==> config.mk <==
export PLATFORM = sky130hd
export DESIGN_NAME = dcache_dm
export DESIGN_NICKNAME = d
export VERILOG_FILES = /design/src/rtl/dcache_dm.sv
export SDC_FILE = /design/constraint.sdc
export NUM_CORES = 1
export LEC_CHECK = 0
export CAP_MARGIN = 10
export CORE_ASPECT_RATIO = 0.7
export CORE_MARGIN = 8
export CORE_UTILIZATION = 55
export DETAILED_ROUTE_END_ITERATION = 7
export PLACE_DENSITY_LB_ADDON = 0.2
export SYNTH_ARGS = -nofsm -noshare
export SYNTH_HDL_FRONTEND = slang
export SYNTH_SLANG_ARGS = --single-unit
export TNS_END_PERCENT = 20
==> constraint.sdc <==
create_clock -name clk -period 3.3 [get_ports clk]
set_input_delay 0.495 -clock clk [delete_from_list [all_inputs] [get_ports clk]]
set_output_delay 0.495 -clock clk [all_outputs]
set_load 0.03 [all_outputs]
==> src/rtl/dcache_dm.sv <==
// dcache_dm: direct-mapped, write-through, no-write-allocate data cache shared by several LSUs.
// One request in flight at a time; round-robin arbitration; saturating hit/miss counters.
module dcache_dm #(
  parameter int ADDR_BITS     = 8,
  parameter int DATA_BITS     = 8,
  parameter int NUM_CONSUMERS = 4,
  parameter int NUM_LINES     = 8,
  parameter int COUNT_BITS    = 16
) (
  input  logic                                    clk,
  input  logic                                    reset,
  input  logic [NUM_CONSUMERS-1:0]                consumer_read_valid,
  input  logic [NUM_CONSUMERS-1:0][ADDR_BITS-1:0] consumer_read_address,
  output logic [NUM_CONSUMERS-1:0]                consumer_read_ready,
  output logic [NUM_CONSUMERS-1:0][DATA_BITS-1:0] consumer_read_data,
  input  logic [NUM_CONSUMERS-1:0]                consumer_write_valid,
  input  logic [NUM_CONSUMERS-1:0][ADDR_BITS-1:0] consumer_write_address,
  input  logic [NUM_CONSUMERS-1:0][DATA_BITS-1:0] consumer_write_data,
  output logic [NUM_CONSUMERS-1:0]                consumer_write_ready,
  output logic                                    mem_read_valid,
  output logic [ADDR_BITS-1:0]                    mem_read_address,
  input  logic                                    mem_read_ready,
  input  logic [DATA_BITS-1:0]                    mem_read_data,
  output logic                                    mem_write_valid,
  output logic [ADDR_BITS-1:0]                    mem_write_address,
  output logic [DATA_BITS-1:0]                    mem_write_data,
  input  logic                                    mem_write_ready,
  input  logic                                    flush,
  output logic [COUNT_BITS-1:0]                   hit_count,
  output logic [COUNT_BITS-1:0]                   miss_count
);
  localparam int IW = NUM_LINES > 1 ? $clog2(NUM_LINES) : 1;
  localparam int CW = $clog2(NUM_CONSUMERS);
  typedef enum logic [2:0] {IDLE, LOOKUP, READ_WAIT, WRITE_WAIT, RELAY} state_t;
  state_t state_q, state_d;
  logic [CW-1:0] cid_q, cid_d, rr_q, rr_d, k;
  logic op_q, op_d;
  logic [ADDR_BITS-1:0] addr_q, addr_d;
  logic [DATA_BITS-1:0] wdata_q, wdata_d;
  logic [NUM_LINES-1:0] valid_q, valid_d;
  logic [NUM_LINES-1:0][ADDR_BITS-1:0] tag_q, tag_d;
  logic [NUM_LINES-1:0][DATA_BITS-1:0] line_q, line_d;
  logic [NUM_CONSUMERS-1:0] rrdy_q, rrdy_d, wrdy_q, wrdy_d;
  logic [NUM_CONSUMERS-1:0][DATA_BITS-1:0] rdata_q, rdata_d;
  logic mrv_q, mrv_d, mwv_q, mwv_d;
  logic [COUNT_BITS-1:0] hit_q, hit_d, miss_q, miss_d;
  logic [IW-1:0] idx;
  logic hit, found;
  // The whole address is kept as the tag; the index bits always agree, so the compare reduces to the upper bits.
  assign idx = IW'(addr_q & ADDR_BITS'(NUM_LINES - 1));
  assign hit = valid_q[idx] && tag_q[idx] == addr_q;
  assign consumer_read_ready  = rrdy_q;
  assign consumer_read_data   = rdata_q;
  assign consumer_write_ready = wrdy_q;
  assign mem_read_valid       = mrv_q;
  assign mem_read_address     = addr_q;
  assign mem_write_valid      = mwv_q;
  assign mem_write_address    = addr_q;
  assign mem_write_data       = wdata_q;
  assign hit_count            = hit_q;
  assign miss_count           = miss_q;
  always_comb begin
    state_d = state_q;
    cid_d   = cid_q;
    rr_d    = rr_q;
    op_d    = op_q;
    addr_d  = addr_q;
    wdata_d = wdata_q;
    valid_d = valid_q;
    tag_d   = tag_q;
    line_d  = line_q;
    rrdy_d  = rrdy_q;
    wrdy_d  = wrdy_q;
    rdata_d = rdata_q;
    mrv_d   = mrv_q;
    mwv_d   = mwv_q;
    hit_d   = hit_q;
    miss_d  = miss_q;
    found   = 1'b0;
    k       = '0;
    case (state_q)
      IDLE: begin
        if (flush) valid_d = '0;
        else for (int i = 0; i < NUM_CONSUMERS; i++) begin
          k = CW'((int'(rr_q) + i) % NUM_CONSUMERS);
          if (!found && (consumer_read_valid[k] || consumer_write_valid[k])) begin
            found   = 1'b1;
            cid_d   = k;
            op_d    = !consumer_read_valid[k];
            addr_d  = consumer_read_valid[k] ? consumer_read_address[k] : consumer_write_address[k];
            wdata_d = consumer_write_data[k];
            state_d = LOOKUP;
          end
        end
      end
      LOOKUP: begin
        if (op_q) begin
          if (hit) line_d[idx] = wdata_q;
          mwv_d   = 1'b1;
          state_d = WRITE_WAIT;
        end else if (hit) begin
          hit_d          = hit_q + COUNT_BITS'(hit_q != '1);
          rrdy_d[cid_q]  = 1'b1;
          rdata_d[cid_q] = line_q[idx];
          state_d        = RELAY;
        end else begin
          miss_d  = miss_q + COUNT_BITS'(miss_q != '1);
          mrv_d   = 1'b1;
          state_d = READ_WAIT;
        end
      end
      READ_WAIT: if (mem_read_ready) begin
        valid_d[idx]   = 1'b1;
        tag_d[idx]     = addr_q;
        line_d[idx]    = mem_read_data;
        mrv_d          = 1'b0;
        rrdy_d[cid_q]  = 1'b1;
        rdata_d[cid_q] = mem_read_data;
        state_d        = RELAY;
      end
      WRITE_WAIT: if (mem_write_ready) begin
        mwv_d         = 1'b0;
        wrdy_d[cid_q] = 1'b1;
        state_d       = RELAY;
      end
      RELAY: if (!(op_q ? consumer_write_valid[cid_q] : consumer_read_valid[cid_q])) begin
        rrdy_d  = '0;
        wrdy_d  = '0;
        rdata_d = '0;
        rr_d    = cid_q == CW'(NUM_CONSUMERS - 1) ? '0 : cid_q + 1'b1;
        state_d = IDLE;
      end
      default: state_d = IDLE;
    endcase
  end
  always_ff @(posedge clk or negedge reset) begin
    if (!reset) begin
      state_q <= IDLE;
      cid_q   <= '0;
      rr_q    <= '0;
      op_q    <= 1'b0;
      addr_q  <= '0;
      wdata_q <= '0;
      valid_q <= '0;
      tag_q   <= '0;
      line_q  <= '0;
      rrdy_q  <= '0;
      wrdy_q  <= '0;
      rdata_q <= '0;
      mrv_q   <= 1'b0;
      mwv_q   <= 1'b0;
      hit_q   <= '0;
      miss_q  <= '0;
    end else begin
      state_q <= state_d;
      cid_q   <= cid_d;
      rr_q    <= rr_d;
      op_q    <= op_d;
      addr_q  <= addr_d;
      wdata_q <= wdata_d;
      valid_q <= valid_d;
      tag_q   <= tag_d;
      line_q  <= line_d;
      rrdy_q  <= rrdy_d;
      wrdy_q  <= wrdy_d;
      rdata_q <= rdata_d;
      mrv_q   <= mrv_d;
      mwv_q   <= mwv_d;
      hit_q   <= hit_d;
      miss_q  <= miss_d;
    end
  end
endmodule

### Met3 routing

Scale bar: 50 um.
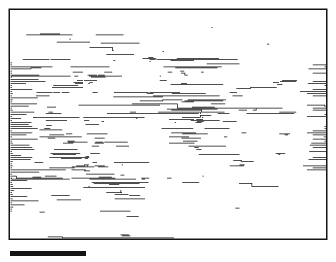
main direction: horizontal
nets with wire on the layer: 252
longest straight run: 73.6 um
wire length on this layer: 3,450 um
share of all routed wire: 8.7%

### Logic cells by family

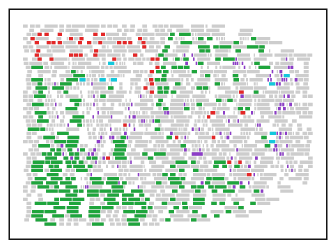
[fa/ha/maj cells] cyan | cells: 8 | most used: ha_1
[nand cells] purple | cells: 121 | most used: nand2_1
[mux cells] green | cells: 251 | most used: mux4_2
[non-inverting ao/oa cells] red | cells: 51 | most used: a22o_1

### M2 wires

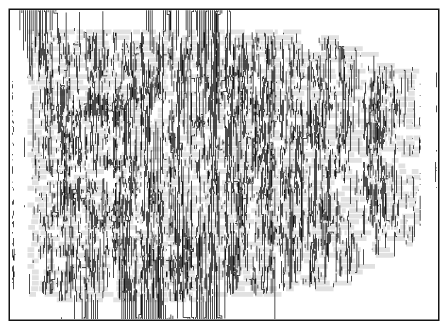
share of all routed wire: 46%
longest straight run: 73.6 um
nets with wire on the layer: 1,361

### Track usage over the die

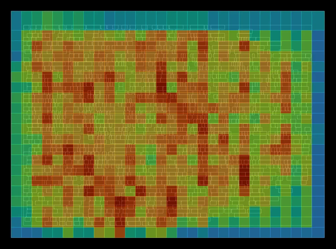
met2 usage: 0.390
grt met3 use: 0.0566
GRT busiest layer: met2
WL/cell: 22.1 um
met1 GRT Util: 0.370

### Sequential cells grouped by signal name

Other sequential cells in the stronger grey, the rest of the logic in the fainter grey.
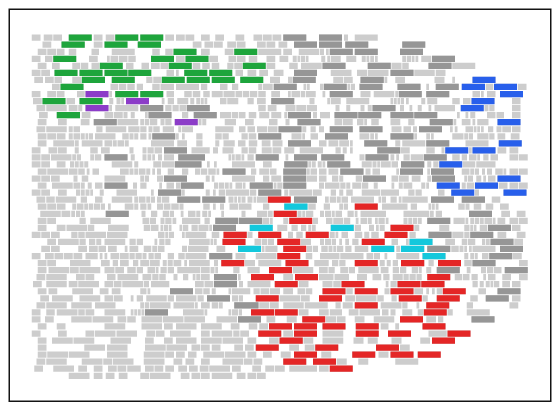
[`tag_q`] red | sequential cells: 64
[`hit_count`] blue | sequential cells: 16
[`consumer_read_data`] green | sequential cells: 32 | where: upper left
[`valid_q`] cyan | sequential cells: 8
[`consumer_write_ready`] purple | sequential cells: 4 | where: upper left
not coloured: 110

==> GITHUB_STEP_SUMMARY <==
## Synthesis and layout report

| Metric | Value |
|---|---|
| Syn avg cell area | `11.8 um^2` |
| RSZ-0062 raised after global routing | `no` |
| CP startpoint | `mem_read_address[0]` |
| Met2 routed WL | `18,100 um` |
| Total congestion overflow | `0` |
| Post-Place Cells | `1,750` |
| Most frequent logic cell in the layout | `dfrtp_1` |
| Worst hold slack | `-10.1 ps` |
| Ys flops | `234` |
| RR Startpoint | `mem_read_address[0]` |
| Internal power | `9.82 mW` |
| Logic area | `7880 um^2` |
| Number of global-route vias before repair | `11,500` |
| Synthesized netlist cell count | `1,210` |
| Met3 wire len | `3450 um` |
| Top logic cells by instance count in the layout | `dfrtp_1, clkdlybuf4s50_1, mux4_2, mux2_2, buf_4` |
| Clk sink count | `234` |
| Fmax | `324 MHz` |
| Top cells by count, synth | `dfrtp_1, mux4_2, mux2_2, a21oi_1, nand2_1` |
| Netlist Area Pre-Place | `14,300 um^2` |
| Initial core utilization | `0.558` |
| Type of origin of the critical path | `register` |
| Residual DRC count | `0` |
| Clock group share of total power | `0.166` |
| Run status | `complete, but fails checks` |
| Seq. pwr | `4.81 mW` |
| Setup TNS | `0 ps` |
| Area of the core | `25,600 um^2` |
| Flop area | `5860 um^2` |
| Gate power share | `0.544` |
| Top FF cell, synth | `dfrtp_1` |
| Main power-consuming group | `combinational cells` |
| Clk slew on worst S/H paths | `70 ps` |
| Worst Path Arrival | `3480 ps` |
| Filler instances | `1,782` |
| Final hold violation count | `1` |
| Power Combinational | `9.01 mW` |
| Switch share | `0.407` |
| Post-route clock skew | `19.7 ps` |
| DR iter-0 viols | `1,065` |
| DP Wirelength | `29,400 um` |
| Peak supply drop | `0.000629 V` |
| Top Ports | `215` |
| Yosys Chip Area | `14,300 um^2` |
| Total Routing Usage GR | `0.254` |
| Yosys stat cell total | `1,210` |
| Clock Tree Root | `clkbuf_16` |
| Post-Synthesis Net Count | `1,335` |
| Switching Power | `6.74 mW` |
| Most common cell in the netlist | `dfrtp_1` |
| Chip area | `31,400 um^2` |
| Final non-filler cell total | `1,794` |
| DR top layer | `met4` |
| Tmin final | `3080 ps` |
| Failing checks | `negative hold slack` |
| Synth warn | `0` |
| Clk latency late pin | `520 ps` |
| Initial antenna violation count | `1` |
| Reg2reg setup slack | `220 ps` |
| Main area contributors | `dfrtp_1, mux4_2, mux2_2` |
| Cycle use final | `0.934` |
| Final total power | `16.6 mW` |
| Fin. max-slew vios | `0` |
| Power per cell area | `922 nW/um^2` |
| Worst slew pin tran | `830 ps` |
| Lkg Pwr | `7.69 nW` |
| MUX area fraction | `0.278` |
| Area leader, netlist | `dfrtp_1` |
| Post-Synth Simple-Gate Area | `0.117` |
| First-pass GRT wire length | `64,600 um` |
| Post-layout net count | `1,570` |
| R2r endpoint | `consumer_read_data[26]` |
| Detailed Route WL | `39,700 um` |
| Via count | `11,400` |
| Relative slew margins | `0.446` |
| Area Overhead vs Synth | `26.0%` |
| Number of warnings in the stage logs | `29` |
| Die X | `209 um` |
| CTS tree | `built` |
| Setup bufs post-CTS | `0` |
| CTS Buf Count | `24` |
| CTS Hold Bufs | `0` |
| Flop pwr share | `0.290` |
| Final count of negative-setup-slack endpoints | `0` |
| Post-DRT Antenna Nets | `0` |
| Critical Path Sink Type | `register` |
| Top logic family | `multiplexers` |
| FP Rows | `49` |
| Post-cts sizing count | `0` |
| Reg2reg path depth | `10` |
| DRT Pass-1 Iters | `5` |
| H-tree Lvls | `1` |
| Clock buffer depth | `3` |
| Aoi share | `0.126` |
| Adder-cell share of the synthesized area | `0.00701` |
| Synth Seq Share | `0.410` |
| Largest net degree at the start of global routing | `99` |
| Vias/cell | `6.33` |
| Layout cells sized above 1 | `0.256` |
| Required time worst endpoint | `3700 ps` |
| Cell Type Count | `73` |
| P_clk | `2.75 mW` |
| Metal-1 WL | `17,600 um` |
| Asr flop ratio synth | `1.00` |
| Final Wtd Congestion | `0.909` |
| Critical Path Sink | `consumer_read_data[26]` |
| Max_cap viols | `0` |
| Die H | `151 um` |
| IO Port Bufs | `214` |
| Xor/xnor share | `0.0224` |
| Critical path fanouts, max | `15` |
| Hold Path Class | `primary input to async pin` |
| Setup CP Type | `register to register` |
| Post-synth EDFFs | `0` |
| Dominant cell area share | `0.410` |
per-stage QoR:
step / utilization / setup WS [ps] / cell area (um^2)
CTS: 0.703 / 171 / 18000
finish: 0.703 / 218 / 18000
detailed placement: 0.672 / 173 / 17200
global route: 0.703 / 20.8 / 18000
floorplan: - / 300 / 14300
global placement: 0.672 / 138 / 17200
layout make-up:
type / instances / area share
multi-input cells: 856 / 0.438
well taps: 331 / 0.0230
inverters: 21 / 0.00439
diodes: 1 / 0.000139
clock buffers: 35 / 0.0402
repair buffers: 308 / 0.164
clock inverters: 8 / 0.00418
flip-flops and latches: 234 / 0.326
critical path: stages, from the launching register on:
cell and delay, ps:
dfrtp_1 380, buf_12 170, mux4_2 520, mux2i_2 220, xor2_2 180, o221ai_1 240, buf_4 220, nor3_4 370
o221ai_1 250, buf_4 220, a22o_1 180
Power figures rest on the tool's default switching activity, not on a simulated workload.
